==> src/rtl/cpu_pkg.sv <==
// Shared definitions for the 9-bit CPU and its program sequencer:
// opcode encodings, sequencer states and error codes.
`timescale 1ns/1ps
package cpu_pkg;

  localparam logic [2:0] OP_MV   = 3'b000;
  localparam logic [2:0] OP_MVI  = 3'b001;
  localparam logic [2:0] OP_ADD  = 3'b010;
  localparam logic [2:0] OP_SUB  = 3'b011;
  localparam logic [2:0] OP_LD   = 3'b100;
  localparam logic [2:0] OP_ST   = 3'b101;
  localparam logic [2:0] OP_MVNZ = 3'b110;
  localparam logic [2:0] OP_HALT = 3'b111;

  typedef enum logic [2:0] {
    ST_IDLE,
    ST_FETCH,
    ST_ISSUE,
    ST_EXEC,
    ST_PAUSED,
    ST_HALTED
  } seq_state_t;

  typedef enum logic [1:0] {
    ERR_NONE    = 2'b00,
    ERR_ILLEGAL = 2'b01,
    ERR_TIMEOUT = 2'b10
  } err_code_t;

  // mv, mvi, add and sub are the only opcodes the datapath can execute;
  // they all share a zero top bit.
  function automatic logic is_cpu_op(input logic [2:0] op);
    return (op[2] == 1'b0);
  endfunction

endpackage

==> src/rtl/seq_watchdog.sv <==
// Execution watchdog: counts EXEC cycles since the last issue and flags
// when the count reaches TIMEOUT-1, i.e. during the TIMEOUT-th EXEC cycle.
`timescale 1ns/1ps
module seq_watchdog #(
  parameter int TIMEOUT = 8
) (
  input  logic Clock,
  input  logic Reset,
  input  logic clear,
  input  logic enable,
  output logic expired
);

  localparam int CW = $clog2(TIMEOUT);
  localparam logic [CW-1:0] TERMINAL = CW'(TIMEOUT - 1);

  logic [CW-1:0] count;

  // Clear wins over enable; the count parks at the terminal value so it can never wrap back to zero.
  always_ff @(posedge Clock or posedge Reset) begin
    if (Reset) begin
      count <= '0;
    end else if (clear) begin
      count <= '0;
    end else if (enable && (count != TERMINAL)) begin
      count <= count + 1'b1;
    end
  end

  assign expired = (count == TERMINAL);

endmodule

==> src/rtl/instr_fetch_seq.sv <==
// Program sequencer in front of the 9-bit CPU: fetches one word per
// instruction from the synchronous instruction RAM, strobes Run, waits for
// Done and advances the PC. Stops on HALT, on LAST_ADDR, or on an error.
`timescale 1ns/1ps
module instr_fetch_seq
  import cpu_pkg::*;
#(
  parameter int ADDR_W     = 5,
  parameter int START_ADDR = 0,
  parameter int LAST_ADDR  = 31,
  parameter int TIMEOUT    = 8
) (
  input  logic              Clock,
  input  logic              Reset,
  input  logic              Start,
  input  logic              Pause,
  input  logic [8:0]        DATAOUT,
  input  logic              Done,
  output logic [ADDR_W-1:0] ADDRESS,
  output logic              Run,
  output logic              Busy,
  output logic              Halted,
  output logic              Error,
  output logic [1:0]        Err_code,
  output logic [7:0]        Instr_count
);

  localparam logic [ADDR_W-1:0] START_PC = ADDR_W'(START_ADDR);
  localparam logic [ADDR_W-1:0] LAST_PC  = ADDR_W'(LAST_ADDR);

  seq_state_t        state;
  logic [ADDR_W-1:0] pc;
  logic              error_flag;
  err_code_t         err_code;
  logic [7:0]        instr_count;
  logic [2:0]        opcode;
  logic              wd_clear;
  logic              wd_enable;
  logic              wd_expired;
  logic              unused_operand_bits;

  // Only the opcode field matters here; register operands belong to the CPU.
  assign opcode              = DATAOUT[8:6];
  assign unused_operand_bits = ^DATAOUT[5:0];

  assign wd_clear  = (state == ST_ISSUE);
  assign wd_enable = (state == ST_EXEC);

  seq_watchdog #(
    .TIMEOUT(TIMEOUT)
  ) u_watchdog (
    .Clock  (Clock),
    .Reset  (Reset),
    .clear  (wd_clear),
    .enable (wd_enable),
    .expired(wd_expired)
  );

  // Main sequencer: state, PC, completed-instruction count and sticky error.
  always_ff @(posedge Clock or posedge Reset) begin
    if (Reset) begin
      state       <= ST_IDLE;
      pc          <= START_PC;
      error_flag  <= 1'b0;
      err_code    <= ERR_NONE;
      instr_count <= 8'd0;
    end else begin
      case (state)
        ST_IDLE, ST_HALTED: begin
          if (Start) begin
            pc          <= START_PC;
            error_flag  <= 1'b0;
            err_code    <= ERR_NONE;
            instr_count <= 8'd0;
            state       <= ST_FETCH;
          end
        end
        ST_FETCH: begin
          state <= ST_ISSUE;
        end
        ST_ISSUE: begin
          if (is_cpu_op(opcode)) begin
            state <= ST_EXEC;
          end else if (opcode == OP_HALT) begin
            err_code <= ERR_NONE;
            state    <= ST_HALTED;
          end else begin
            error_flag <= 1'b1;
            err_code   <= ERR_ILLEGAL;
            state      <= ST_HALTED;
          end
        end
        ST_EXEC: begin
          if (Done) begin
            instr_count <= instr_count + 8'd1;
            if (pc == LAST_PC) begin
              state <= ST_HALTED;
            end else begin
              pc    <= pc + 1'b1;
              state <= Pause ? ST_PAUSED : ST_FETCH;
            end
          end else if (wd_expired) begin
            error_flag <= 1'b1;
            err_code   <= ERR_TIMEOUT;
            state      <= ST_HALTED;
          end
        end
        ST_PAUSED: begin
          if (!Pause) begin
            state <= ST_FETCH;
          end
        end
        default: begin
          state <= ST_IDLE;
        end
      endcase
    end
  end

  assign ADDRESS     = pc;
  assign Run         = (state == ST_ISSUE) && is_cpu_op(opcode);
  assign Busy        = (state == ST_FETCH) || (state == ST_ISSUE) ||
                       (state == ST_EXEC)  || (state == ST_PAUSED);
  assign Halted      = (state == ST_HALTED);
  assign Error       = error_flag;
  assign Err_code    = err_code;
  assign Instr_count = instr_count;

endmodule
==> config.mk <==
export PLATFORM = sky130hd
export DESIGN_NAME = instr_fetch_seq
export DESIGN_NICKNAME = d
export VERILOG_FILES = /design/src/rtl/cpu_pkg.sv /design/src/rtl/seq_watchdog.sv /design/src/rtl/instr_fetch_seq.sv
export SDC_FILE = /design/constraint.sdc
export NUM_CORES = 1
export LEC_CHECK = 0
export ABC_CLOCK_PERIOD_IN_PS = 2500
export CAP_MARGIN = 10
export CELL_PAD_IN_SITES_DETAIL_PLACEMENT = 0
export CELL_PAD_IN_SITES_GLOBAL_PLACEMENT = 1
export CORE_ASPECT_RATIO = 0.5
export CORE_MARGIN = 4
export CORE_UTILIZATION = 36
export CTS_BUF_LIST = sky130_fd_sc_hd__clkbuf_16
export DETAILED_ROUTE_END_ITERATION = 8
export GPL_ROUTABILITY_DRIVEN = 0
export PLACE_DENSITY = 0.79
export SYNTH_ARGS = -nofsm -noshare
export SYNTH_HDL_FRONTEND = slang
export SYNTH_SLANG_ARGS = --single-unit
==> constraint.sdc <==
create_clock -name Clock -period 2.5 [get_ports Clock]
set_input_delay 0.25 -clock Clock [delete_from_list [all_inputs] [get_ports Clock]]
set_output_delay 0.25 -clock Clock [all_outputs]
set_load 0.005 [all_outputs]
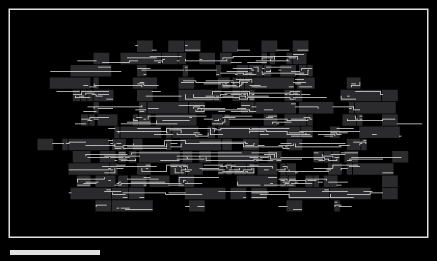
run_1/met1.png
Scale bar: 20 um.
wire length on this layer	1390 um
share of all routed wire	51%
main direction	horizontal
met1 track utilization from global routing: 16.4%
via total after detailed routing: 1023
final WL: 2710 um

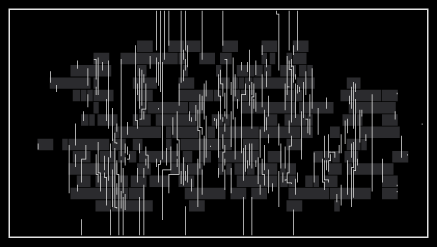
run_1/met2.png
wire length on this layer	1230 um
nets with wire on the layer	134
longest straight run	21.4 um
main direction	vertical
share of all routed wire	46%
met2 global-route usage: 18.5%

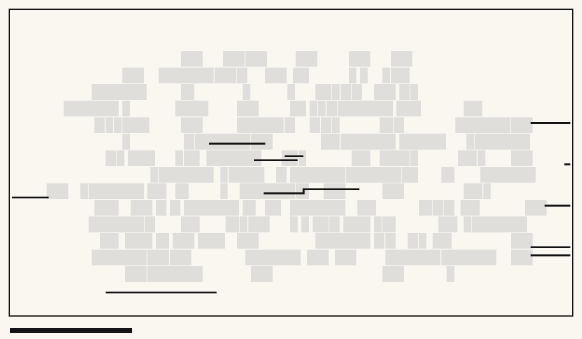
run_1/met3.png
Scale bar: 20 um.
share of all routed wire	3.0%
main direction	horizontal
wire length on this layer	81.7 um
met3 layer usage reported by global route: 3.13%

run 1: through the flow:
stage          area [um2]  power [mW]  setup slack (ns)
3_3_place_gp         1570        1.29             0.529
5_1_grt              1650        1.74             0.240
3_5_place_dp         1570        1.30             0.504
2_1_floorplan        1280        1.07             0.722
6_report             1650        1.63             0.355
4_1_cts              1650        1.64             0.366
run 1: routing by layer:
layer	GRT usage [%]	share of wire [%]
met4	2.96	0.30
met1	16.4	51
met5	0	0
met2	18.5	46
met3	3.13	3.0
run 1: worst max-delay path, stage by stage, from the launching register on:
cell             delay [ns]
dfrtp_1                0.64
nand3b_1               0.32
nor2_1                 0.16
clkdlybuf4s50_1        0.52
run 1: state kept, by name, summed over array words and instances, names as in the netlist:
name,cells
Instr_count,8
ADDRESS,5
state,3
u_watchdog.count,3
Err_code,2
Error,1
==> summary.txt, run 1 <==
Implementation status.

- The cell with the most instances after synthesis is dfrtp_1.
- Sequential cells burn 36.7% of the power.
- Hold is met by 0.469 ns.
- The number of nets in the finished design is 175.
- The sequential-cell power consumption is 0.599 mW.
- The switching power total is 0.592 mW.
- STA classifies the critical path startpoint as a flop.
- The area fraction in full adders, half adders and majority gates is 4.88%.
- The yosys-reported design area after synthesis is 0.00128 mm2.
- Per STA, the startpoint of the critical path is state[1].
- The synthesized netlist devotes 14.5% of its cell area to compound gates.
- Global routing finished with a remaining overflow of 0.
- The total of buffers placed on input and output ports is 26.
- The predominant post-synthesis flop cell is dfrtp_1.
- On the worst setup and hold paths after CTS, the clock-pin slew comes to 0.06 ns.
- The half-perimeter wire length after detailed placement is 2010 um.
- The clock share of power is 20.6%.
- The endpoint of the worst setup timing path is Run.
- For this run, the script counts the antenna cells in the layout as 0.
- In this run the maximum-capacitance check reported violations numbering 0.
- Data arrives at the worst endpoint at 1.89 ns.
- The pin count of the biggest net entering global routing is 23.
- Ranked by total cell area, the synthesized netlist is headed by dfrtp_1, ha_1, nor2_1.
- The share of layout cells above drive strength 1 is 9.74%.
- Buffers inserted during clock tree synthesis total 3.
- After floorplanning, the core was divided into 14 placement rows.
- Sequential cells placed in the final layout were counted as 22.
- The flow ran to the end, and the final reports show no timing, DRC or antenna violations.
- In the power breakdown, the internal column shows 1.04 mW.
- The mean number of vias per cell is 5.06.
- The vertical die dimension reported for this design is 50.2 um.
## Run 2: what changed since run 1
- MAX_ROUTING_LAYER: unset -> met4
- SLEW_MARGIN: unset -> 10
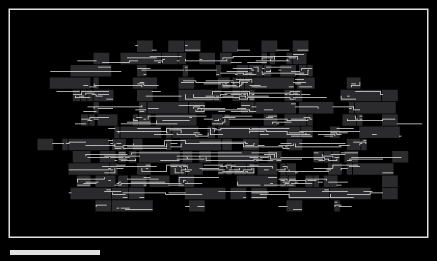
run_2/met1.png
Scale bar: 20 um.
share of all routed wire	51%
main direction	horizontal
nets with wire on the layer	152
wire length on this layer	1390 um

==> run 2 against run 1 <==
Against the previous run: die size stayed put; clock power hardly changed; largest cell class unchanged; first-iteration DRC count unchanged; sequential cell count is the same; cell count did not move; combinational power about the same; critical path depth unchanged; sequential share of layout area is the same; design area is the same; hold slack did not move; largest power group unchanged.
==> summary.txt, run 2 <==
Implementation status.

- Looking at the critical path, the single cell with the biggest stage delay is dfrtp_1.
- Listed in order, past its start point the critical path passes nand3b_1, nor2_1, clkdlybuf4s50_1.
- The uppermost layer routed is met4.
- TritonCTS created 3 clock buffers.
- The worst-case setup margin in the final layout is 0.355 ns.
- In this run, the synthesized area fraction spent on adder and majority cells is recorded as 4.88%.
- The die height is 50.2 um.
- The clock share of power is 20.6%.
- The number of placement rows is 14.
- Per the detail_route report, the via count comes to 1023.
- The layout stage reports a final design area of 0.00165 mm2.
- The most crowded layer after global routing is met2.
- CTS built an H-tree with a depth of 1.
- Summing the areas of all compound-gate instances in the mapped netlist gives 14.5% of the synthesized area.
- Internal power comes to 1.04 mW.
- In the post-synthesis netlist, the cell with the most instances is dfrtp_1.
- The total power of the final layout is 1.63 mW.
- The synthesis run shows the most used standard cells to be dfrtp_1, nor2_1, nand2_1, o21ai_0.
- The half-perimeter wire length after detailed placement is 2010 um.
- The script logs the ratio of routed vias to standard cells as 5.06.
- The met2 usage in global routing is 18.5%.
- STA classifies the critical path startpoint as a flop.
- The report counts max-capacitance violations totalling 0.
- STA on the placed design reports a worst setup slack of 0.504 ns.
- The met2 wirelength from detailed routing is 1230 um.
- The detailed-route wire length is 2710 um.
- Sequential cells consume a total of 0.599 mW.
- Per STA, the worst path accumulates the most delay in the family flip-flops.
- Global routing finished with a remaining overflow of 0.
- The sequential cell fraction of total power is 36.7%.
- Entering global routing, the biggest net connects 23 pins.
- The post-route netlist has 9.74% of its cells at a drive strength greater than 1.
- Yosys attributes the largest share of cell area to dfrtp_1, ha_1, nor2_1.
- The placement-stage cell area is 0.00157 mm2.
- Wire segments on met3 add up to 81 um in the final route.
- The yosys-reported design area after synthesis is 0.00128 mm2.
- The worst hold slack is 0.469 ns.
- The run finished with clean final reports.
- The length of routed wiring on met1 is 1390 um.
- The total of buffers placed on input and output ports is 26.
- The data arrival time reported for the critical path is 1.89 ns.
[run 2: cell counts in the layout (fill, tap and decap cells not counted)]
No cell type changed its count.
[run 2: path summary, 6_finish.rpt]
path / start / end / slack, ns / cells past startpoint
max: state[1] / Run / 0.36 / 3
min: Reset / u_watchdog.count[2] / 0.47 / 2
max reg2reg: ADDRESS[0] / ADDRESS[0] / 0.49 / 7
min reg2reg: u_watchdog.count[0] / u_watchdog.count[0] / 0.49 / 1
max in group asynchronous: Reset / ADDRESS[2] / 1.50 / 2
min in group Clock: u_watchdog.count[0] / u_watchdog.count[0] / 0.49 / 1
[run 2: layout make-up]
cell class	count	area share, %
clock buffer	3	4.56
inverter	5	1.14
multi-input combinational	97	40.9
sequential	22	33.5
tap	48	3.65
timing repair buffer	27	16.3
Power figures rest on the tool's default switching activity, not on a simulated workload.
